Run 1, where the registers sit:
Other sequential cells in the stronger gray, the rest of the logic in the fainter gray.
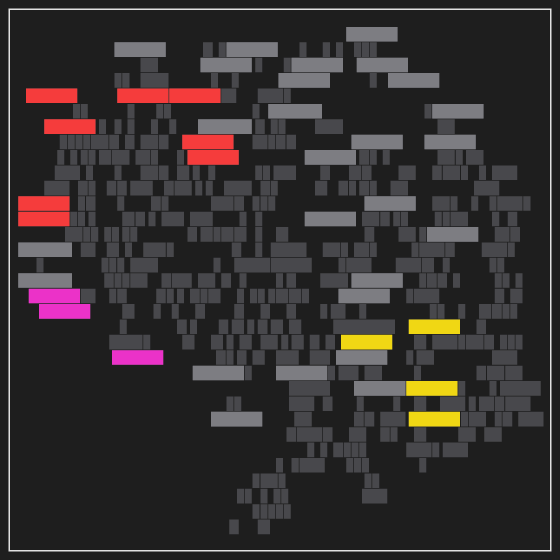
Run 1, clock wiring as the flow saved it:
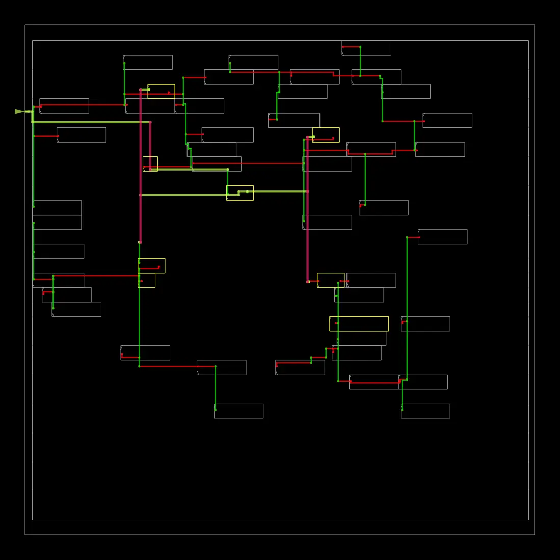
Run 1, gate-type map:
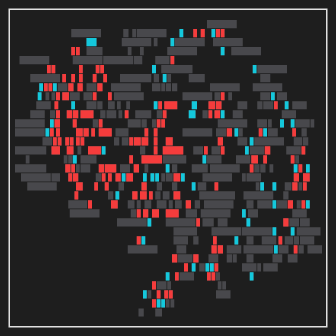
Design alien_wave_ctrl_flat, sky130hd; sources not shown.
==> run notes, run 1 <==
flow finished, numbers: net switching power 575 uW, hold_ws between 0.4 and 0.5 ns, fin crit share 0.528, PD cells 347 nW/um^2, vias in the first global route 2501, Worst Path Buf+Inv 1, crit-path cells ha_1 -> fa_1 -> nand3_1 -> nor2_1 -> nand2_1 -> ha_1 -> nor2_1 -> nand4_1 -> nand3_1 -> nor2_1 -> ha_1 -> a21oi_1 -> o21ai_0 -> nand2_1 -> nand3_1 -> inv_1 -> nand3_1 -> o21ai_0, Most Frequent Cell on Critical Path nand3_1, maximum buffer depth of the clock tree 2, via count 2510, RSZ-0062 raised after global routing no, Post-synth regs 41, status finished clean, Tot GR Track Use 0.158, cell area after layout 3310 sq um, Final Hold Violation Tally 0, switch share 0.500, final setup fails 0, TritonCTS clock tree done, synth unique cells ~45, CP endpoint kind flip-flop, Syn. warnings 0, Leak Pwr between 1.5 and 2 nW, Clock Power Share 0.155, synthesis-to-finish area growth 8.32%, logic area about 1800 sq um, CP max FO 7, Syn Area/Cell 7.77 sq um, Setup crit start kind flip-flop, vias per cell 4.94, Max stage delay on crit path 0.65 ns, TNS Setup 0 ns, asr flop ratio synth 1.00, Final min period 4.06 ns, count of pins over their slew limit 0, met3 usage 0.0327, GR peak layer met2, R2R cell count 18, met2 wire length 3040 um, crit path kind reg2reg, actual slew at the worst max-slew pin 0.754 ns, WL met3 between 200 and 300 um, CTS buffer count 5, Latency at later pin just over 0.3 ns, Reg clk slew, reported paths 0.09 ns, Post-DRT Antenna Nets 0, antenna diode count 0, Initial DRC Count 76, synthesized instance count 393, post-synth top area cell dfrtp_1, flip-flops with a built-in enable 0, TritonRoute pass-1 iters 4, Reg power frac 0.350, FMAX 246 MHz, Max Cap Viol 0, proportion of layout cells with a drive suffix above 1 0.139, pin count of the biggest net entering global routing 42, Top area cell types dfrtp_1 (30%), nand2_1 (11%), ha_1 (9.4%), pre-CTS WS 3.36 ns, Hold WC Path Type reg2reg, # H-tree levels 2, PostCTS Resize Cnt 0, # rows 33, Crit path depth 18, delay-heaviest family, CP adder cells, DR top layer met4, routability cong. around 0.86, wire length on met1 between 2000 and 3000 um, Slew HR 0.492, Placeable Area 8340 sq um, Top Consumer combinational logic, leading cell types by count after synthesis nand2_1 (86), inv_1 (49), dfrtp_1 (37), met2 usage 0.267, placement-stage cell area 3190 sq um, Int Power approximately 570 uW, yosys cell count 393, total gr overflow 0, setup repair bufs after CTS 0, Total Wirelength around 6500 um, Most common reg cell dfrtp_1, residual DRC count 0, Top Layout Cells nand2_1 (86), inv_1 (49), dfrtp_1 (37), # fillers 874, met1 Track Usage GR 0.192, CP required 7.83 ns, global-route wire length before repair between 10000 and 15000 um, die area 9100 sq um, Reg2Reg Setup Slack 3.64 ns, Die Height 95.4 um, CTS Hold Bufs 0, root buffer cell clkbuf_8, Max VDD drop 0.000202 V, post-synthesis instance area 3050 sq um, CP arrival 4.19 ns, cell with the most instances after synthesis nand2_1, Initial Utilization 0.366, Combinational Power Share 0.495, Yosys chip area 3050 sq um, placed insts 500, slowest CP cell dfrtp_1, Die Wd 95.4 um
-- 'where the registers sit' (at the start) --
[u_core.bus.wave_num] yellow | sequential cells: 4
[u_core.bus.state] magenta | sequential cells: 3
[u_core.u_dwell.count_q] red | sequential cells: 8 | where: top left
Seq area share: 0.312
final core occ: 0.396
register area: 1030 sq um
Power Sequential: 402 uW

-- 'clock wiring as the flow saved it' (at the start) --
clk pwr: 178 uW
Clock Buffer Count: 5
Seq cells: 41
clock sink count: 41

-- 'gate-type map' (at the start) --
[NAND gates] red | cells: 140 | most used: nand2_1
[inverters] cyan | cells: 59 | most used: inv_1 | where: widely spread
Comb area share: 0.538
final cell count without fillers: 508
dominant logic cell type in the layout: nand2_1

[run 1: worst reg2reg max path: cells and delay by family, from the launching register on]
| family | cells | cell delay, ns |
|---|---|---|
| buf+inv | 1 | 0.18 |
| fa+ha+maj | 4 | 1.56 |
| flops | 1 | 0.65 |
| compound gates | 3 | 0.40 |
| simple gates | 10 | 1.11 |
[run 1: logic make-up after synthesis]
kind of cell	count (synthesis)	share of synthesized area
simple gates	196	0.311
buf+inv	62	0.0820
compound gates	46	0.0992
flops	41	0.338
fa+ha+maj	25	0.107
xor+xnor	21	0.0602
other cells	2	0.00246
[run 1: final cells by class]
class                   count  share of cell area
plain buffers               3             0.00605
clock buffers               5              0.0208
well taps                 105              0.0397
inverters                  59              0.0696
multi-input cells         292               0.538
flip-flops and latches     41               0.312
clock inverters             3              0.0140
Run 1, the metal 1 layer:
Supply wires on this layer in gray.
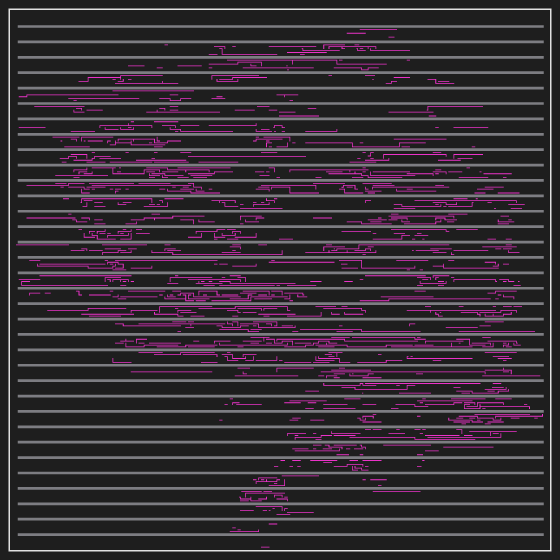

==> run 2: changes to the inputs <==
ABC_CLOCK_PERIOD_IN_PS = 3700   (was 7700)
clock period = 3.7 ns   (was 7.7 ns; I/O delays follow)
Run 2, the metal 1 layer:
Supply wires on this layer in gray.
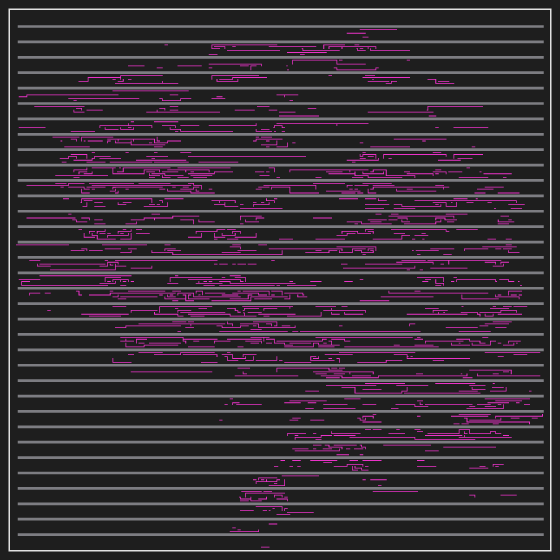
wire length on this layer: 2990 um
share of all routed wire: 45%
nets with wire on the layer: 414
longest straight run: 21.2 um
via count: 2554
Total Wirelength: 6590 um

==> run 2 against run 1 <==
Register-to-register slack worse by 3.5 ns. First-iteration DRC count grew 5.3%. Clock power rose by 110%. Sequential cell count unchanged. Count of clock-buffer cells in the layout unchanged. Via count is 1.8% higher. Non-clock buffer count increased by 4. Synthesized cell count is the same. Combinational power grew 110%. Critical path depth is 1 higher. Critical path type unchanged. Highest routed layer unchanged.
==> run notes, run 2 <==
flow finished, numbers: status finished clean, area fraction in xor and xnor cells 0.0602, root buffer cell clkbuf_8, asr flop ratio synth 1.00, Hold WC Path Type in2async, Synth mux share 0, setup repair bufs after CTS 0, dominant logic cell type in the layout nand2_1, clock sink count 41, Signal buffers 7, ClkCell Share 0.0336, Clock Power Share 0.152, Worst Path Buf+Inv 3, actual slew at the worst max-slew pin 0.754 ns, Adders+Majority by Area 0.107, CP arrival 3.67 ns, Seq cells slightly above 40, CTS buffer count 5, Seq area share 0.304, Combinational Power Share 0.501, Crit path depth 19, cell with the most instances after synthesis nand2_1, met2 wire length 3130 um, Reg2Reg Setup Slack between 0.15 and 0.2 ns, net switching power 1.22 mW, crit path kind reg2reg, wire length on met1 roughly 3000 um, count of pins over their slew limit 0, Post-synth regs 41, yosys aoi share 0.0992, Clock Buffer Count 5, TritonCTS clock tree done, total gr overflow 0, FMAX between 200 and 300 MHz, vias in the first global route 2511, Biggest Area Class multi-input combinational cells, Placeable Area 8340 sq um, leading cell types by count after synthesis nand2_1 (86), inv_1 (49), dfrtp_1 (37), CP endpoint kind flip-flop, Post-DRT Antenna Nets 0, post-synthesis instance area 3050 sq um, Final Hold Violation Tally 0, tapcell count roughly 110, Max VDD drop approximately 0.00042 V, Yosys chip area roughly 3100 sq um, Signal buf overhead 0.0146, number of multi-input logic gates a little under 300, final setup fails 0, Reg clk slew, reported paths 0.09 ns, proportion of layout cells with a drive suffix above 1 0.192, switch share 0.499, fin crit share 0.955, Initial Utilization 0.366, Synth logic family simple AND/OR/NAND/NOR gates, Max Cap Viol 0, synth unique cells around 45, CP max FO 7, routability cong. 0.862, WL met3 approximately 280 um, maximum buffer depth of the clock tree 2, Die Wd between 90 and 100 um, vias per cell 4.99, synthesized instance count 393, Syn Area/Cell 7.77 sq um, Reg power frac 0.347, PD cells about 710 nW/um^2, CP required 3.84 ns, Latency at later pin 0.30 ns, CTS Hold Bufs 0, antenna diode count 0, Max stage delay on crit path 0.60 ns, PostCTS Resize Cnt 9, area fraction in and, or, nand and nor cells 0.311
Run 2, gate-type map:
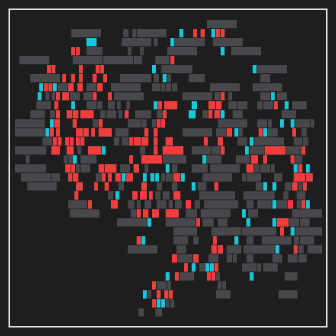
Comb area share: 0.543
final cell count without fillers: 512

run 2: cell count changes in the layout (fill, tap and decap cells not counted), moves of 3 or more:
cell / before / now
dfrtp_1: 37 / 33
o21ai_0: 10 / 7
o21ai_1: 5 / 8
buf_4: 2 / 6
nand3_1: 29 / 26
run 2: stage by stage:
stage | instances | worst slack [ns] | setup TNS, ns | area (sq um)
detailed placement | 500 | -0.356 | -2.57 | 3190
global route | 512 | -0.0326 | -0.0615 | 3430
global placement | 500 | -0.283 | -2.08 | 3190
floorplan | 395 | 0.0580 | 0 | 3060
CTS | 508 | 0.00128 | 0 | 3340
finish | 512 | 0.168 | 0 | 3430
run 2: layer usage:
layer / global-route usage / vias to the layer above
li1: - / 1295
met1: 0.193 / 1199
met2: 0.267 / 44
met3: 0.0327 / 16
met4: 0.0709 / 0
met5: 0 / -
No activity file was given, so power comes from the tool's default toggle rates.
